## config.mk

```make
export PLATFORM = sky130hd
export DESIGN_NAME = sha256_message_schedule
export DESIGN_NICKNAME = d
export VERILOG_FILES = /design/src/rtl/sha256_message_schedule.sv
export SDC_FILE = /design/constraint.sdc
export NUM_CORES = 1
export LEC_CHECK = 0
export ABC_AREA = 0
export CORE_ASPECT_RATIO = 1.2
export CORE_UTILIZATION = 62
export CTS_BUF_LIST = sky130_fd_sc_hd__clkbuf_8 sky130_fd_sc_hd__clkbuf_16
export CTS_CLUSTER_SIZE = 20
export DETAILED_ROUTE_END_ITERATION = 10
export HOLD_SLACK_MARGIN = 0.1
export PLACE_DENSITY = 0.81
export SLEW_MARGIN = 20
export SYNTH_ARGS = -nofsm -noshare
export SYNTH_HDL_FRONTEND = slang
export SYNTH_SLANG_ARGS = --single-unit
```

## constraint.sdc

```tcl
create_clock -name clock -period 5.2 [get_ports clock]
set_clock_uncertainty 0.05 [all_clocks]
set_input_delay 1.3 -clock clock [delete_from_list [all_inputs] [get_ports clock]]
set_output_delay 1.3 -clock clock [all_outputs]
set_load 0.005 [all_outputs]
```

## src/rtl/sha256_message_schedule.sv

```systemverilog
// SHA-256 message schedule: loads 16 words M[0..15], then streams W[0..63] from a 16-word sliding window.
// Latency: W0 is valid 1 cycle after the 16th accept. Backpressure: w_ready low holds outputs and window.
module sha256_message_schedule (
  input  logic        clock,
  input  logic        reset,
  input  logic        msg_valid,
  input  logic [31:0] msg_word,
  output logic        msg_ready,
  output logic        w_valid,
  input  logic        w_ready,
  output logic [31:0] w_word,
  output logic [5:0]  w_index,
  output logic        w_last,
  output logic        busy
);

  typedef enum logic {LOAD, EMIT} state_t;

  state_t      state_q, state_d;
  logic [3:0]  load_cnt;
  logic [5:0]  t;
  logic [31:0] window [16];
  logic [31:0] w_new;
  logic        load_hs, emit_hs;

  function automatic logic [31:0] s0(input logic [31:0] x);
    return {x[6:0], x[31:7]} ^ {x[17:0], x[31:18]} ^ (x >> 3);
  endfunction

  function automatic logic [31:0] s1(input logic [31:0] x);
    return {x[16:0], x[31:17]} ^ {x[18:0], x[31:19]} ^ (x >> 10);
  endfunction

  assign load_hs = msg_valid && (state_q == LOAD);
  assign emit_hs = w_ready && (state_q == EMIT);
  assign w_new   = s1(window[14]) + window[9] + s0(window[1]) + window[0];

  always_comb begin
    state_d   = state_q;
    msg_ready = 1'b0;
    w_valid   = 1'b0;
    case (state_q)
      LOAD: begin
        msg_ready = 1'b1;
        if (msg_valid && load_cnt == 4'd15) state_d = EMIT;
      end
      EMIT: begin
        w_valid = 1'b1;
        if (w_ready && t == 6'd63) state_d = LOAD;
      end
      default: state_d = LOAD;
    endcase
    // Outputs read as idle for the whole reset cycle, whatever the registers hold.
    if (reset) begin
      msg_ready = 1'b1;
      w_valid   = 1'b0;
    end
    w_word  = reset ? 32'd0 : window[0];
    w_index = reset ? 6'd0 : t;
    w_last  = w_valid && (t == 6'd63);
    busy    = !reset && ((state_q == EMIT) || (load_cnt != 4'd0));
  end

  always_ff @(posedge clock) begin
    if (reset) begin
      state_q  <= LOAD;
      load_cnt <= 4'd0;
      t        <= 6'd0;
      for (int k = 0; k < 16; k++) window[k] <= 32'd0;
    end else begin
      state_q <= state_d;
      if (load_hs) begin
        window[load_cnt] <= msg_word;
        load_cnt         <= load_cnt + 4'd1;
      end
      // t and load_cnt wrap naturally back to 0 at the end of a block.
      if (emit_hs) begin
        for (int k = 0; k < 15; k++) window[k] <= window[k+1];
        window[15] <= w_new;
        t          <= t + 6'd1;
      end
    end
  end

endmodule

```

Fig. 1: routed metal, one color a layer
The bar under the picture is 50 um long. Two of the layers only.
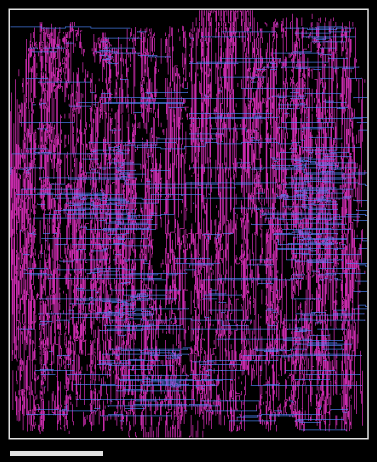
color	layer	wire length
magenta	metal 2	39.4 mm
blue	metal 3	8070 um

Fig. 2: clock wires, drivers and flops
The bar under the picture is 50 um long.
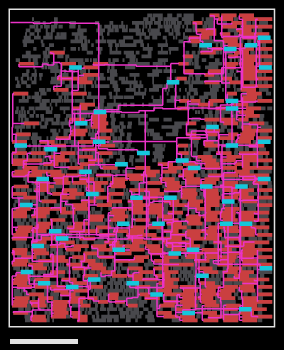
[red] flip-flops | count: 523
[magenta] clock wires | length: 6190 um
[cyan] clock drivers | count: 51
flops lie	all over the die

==> report_table.html <==
<h3>Flow metrics</h3>
<table>
<tr><th>Metric</th><th>Value</th></tr>
<tr><th colspan="2">STA</th></tr>
<tr><td>Measured slew at the worst slew-check pin</td><td>1.28 ns</td></tr>
<tr><td>Final Hold Slack</td><td>0.470 ns</td></tr>
<tr><td>Setup repair after global routing missed its margin</td><td>no</td></tr>
<tr><th colspan="2">Run status</th></tr>
<tr><td>Status</td><td>finished with violations</td></tr>
<tr><td>Failing checks</td><td>design-rule violations</td></tr>
<tr><th colspan="2">Cells and area</th></tr>
<tr><td>Number of standard cells in the layout, taps in and fillers out</td><td>2923</td></tr>
<tr><td>Most common logic cells in the final layout</td><td>sky130_fd_sc_hd__edfxtp_1 (480), sky130_fd_sc_hd__a22o_1 (291), sky130_fd_sc_hd__nand2_1 (282)</td></tr>
<tr><td>Final design area excluding fillers</td><td>29900 um^2</td></tr>
<tr><th colspan="2">Job</th></tr>
<tr><td>Number of max-cap violations</td><td>0</td></tr>
<tr><th colspan="2">Drt</th></tr>
<tr><td>Number of design-rule violations left by the first detailed-router iteration</td><td>2201</td></tr>
<tr><td># DRC</td><td>16</td></tr>
<tr><td>DR top layer</td><td>met4</td></tr>
<tr><td>Tally of nets with antenna violations remaining after routing</td><td>0</td></tr>
<tr><th colspan="2">GRT</th></tr>
<tr><td>Initial antenna violation count</td><td>0</td></tr>
<tr><td>Global-route track usage on met2</td><td>0.607</td></tr>
<tr><th colspan="2">Pwr</th></tr>
<tr><td>Static Leakage</td><td>11.2 nW</td></tr>
<tr><th colspan="2">Synth</th></tr>
<tr><td>Count of library flops with an enable pin</td><td>480</td></tr>
<tr><td>Post-Synth Simple-Gate Area</td><td>0.107</td></tr>
<tr><td>Number of distinct library cells after synthesis</td><td>61</td></tr>
<tr><td>Number of cell instances after yosys synthesis</td><td>2353</td></tr>
<tr><td>Nets at Floorplan</td><td>2487</td></tr>
<tr><td>Adder-cell share of the synthesized area</td><td>0.0624</td></tr>
<tr><th colspan="2">Clock network</th></tr>
<tr><td>Hold-fix buffers, CTS</td><td>0</td></tr>
<tr><td>Worst-skew pair later-pin latency</td><td>0.64 ns</td></tr>
<tr><th colspan="2">Critical path</th></tr>
<tr><td>Max Fanout on Critical Path</td><td>4</td></tr>
<tr><th colspan="2">Floorplanning</th></tr>
<tr><td>Core region area</td><td>43000 um^2</td></tr>
<tr><td>Overall die area</td><td>44600 um^2</td></tr>
<tr><td>Row count</td><td>83</td></tr>
<tr><td>Horizontal die dimension</td><td>193 um</td></tr>
<tr><th colspan="2">Placement</th></tr>
<tr><td>Placed instance count</td><td>2827</td></tr>
</table>
Fig. 3: sequential cells grouped by signal name
The bar under the picture is 50 um long. Other sequential cells in the stronger gray, the rest of the logic in the fainter gray.
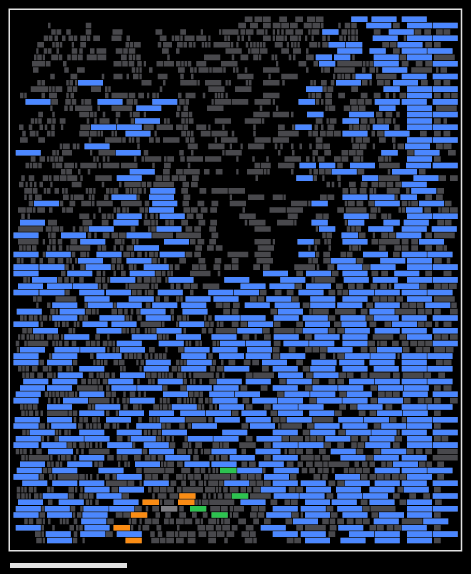
color	netlist name	sequential cells
orange	t	6
green	load_cnt	4
blue	window	512
not colored	1
power in sequential cells: 5.36 mW
area taken by flip-flops and latches: 15300 um^2
share of cell area taken by flip-flops and latches: 0.510
Util after Layout: 0.696

## cells by family after synthesis
logic type / after synthesis
xor+xnor: 145
mux: 5
flops: 523
buf+inv: 363
fa+ha+maj: 98
simple gates: 598
compound gates: 621
## flip-flops by register name, indices dropped and copies added (netlist names)
signal and count:
load_cnt 4, state_q 1, t 6, window 512
## synthesized netlist by cell type (8+ instances only)
cell type                  number
sky130_fd_sc_hd__nor2_1        69
sky130_fd_sc_hd__nand2_1      282
sky130_fd_sc_hd__a31oi_1        8
sky130_fd_sc_hd__clkbuf_1     135
sky130_fd_sc_hd__dfxtp_1       43
sky130_fd_sc_hd__edfxtp_1     480
sky130_fd_sc_hd__nor2b_1       15
sky130_fd_sc_hd__nor3_1         8
sky130_fd_sc_hd__xnor2_1      116
sky130_fd_sc_hd__o21ai_0      202
sky130_fd_sc_hd__buf_1         33
sky130_fd_sc_hd__a22oi_1       33
sky130_fd_sc_hd__ha_1          36
sky130_fd_sc_hd__a22o_1       291
sky130_fd_sc_hd__nand3_1       11
sky130_fd_sc_hd__a21oi_1       30
sky130_fd_sc_hd__nand2b_1     142
sky130_fd_sc_hd__fa_1          62
sky130_fd_sc_hd__xor2_1        29
sky130_fd_sc_hd__a21o_1        15
sky130_fd_sc_hd__buf_2         44
sky130_fd_sc_hd__nand4_1       12
sky130_fd_sc_hd__inv_1        150
sky130_fd_sc_hd__nand3b_1      33
## area by class of cell
| type | count | area, um^2 |
|---|---|---|
| flip-flops and latches | 523 | 15300 |
| repair buffers | 135 | 1210 |
| multi-input cells | 1467 | 10500 |
| clock buffers | 53 | 1320 |
| diodes | 2 | 5.00 |
| well taps | 552 | 691 |
| fillers | 3005 | 13100 |
| clock inverters | 41 | 333 |
| inverters | 150 | 563 |
## final timing paths
check,endpoint,from,cells past startpoint
worst max register to register,window[15][17],window[14][18],16
worst min-delay path,window[9][8],window[10][8],1
worst min register to register,window[9][8],window[10][8],1
worst max-delay path,window[15][17],window[14][18],16
## critical path, stage by stage, from the launching register on
cell and delay [ns]:
sky130_fd_sc_hd__edfxtp_1 0.52, sky130_fd_sc_hd__xnor2_1 0.19, sky130_fd_sc_hd__xnor2_1 0.28, sky130_fd_sc_hd__fa_1 0.46, sky130_fd_sc_hd__inv_1 0.08, sky130_fd_sc_hd__fa_1 0.42
sky130_fd_sc_hd__inv_1 0.07, sky130_fd_sc_hd__ha_1 0.18, sky130_fd_sc_hd__inv_1 0.07, sky130_fd_sc_hd__fa_1 0.47, sky130_fd_sc_hd__nor2b_1 0.25, sky130_fd_sc_hd__o21ai_1 0.17
sky130_fd_sc_hd__a211o_1 0.41, sky130_fd_sc_hd__nand3_1 0.12, sky130_fd_sc_hd__a21oi_1 0.08, sky130_fd_sc_hd__xor2_1 0.17, sky130_fd_sc_hd__o21ai_0 0.39
## power breakdown
group | internal [mW] | total, mW | switching (mW)
logic | 1.95 | 5.33 | 3.39
clock network | 2.07 | 3.70 | 1.63
registers | 5.09 | 5.36 | 0.276
No activity file was given, so power comes from the tool's default toggle rates.
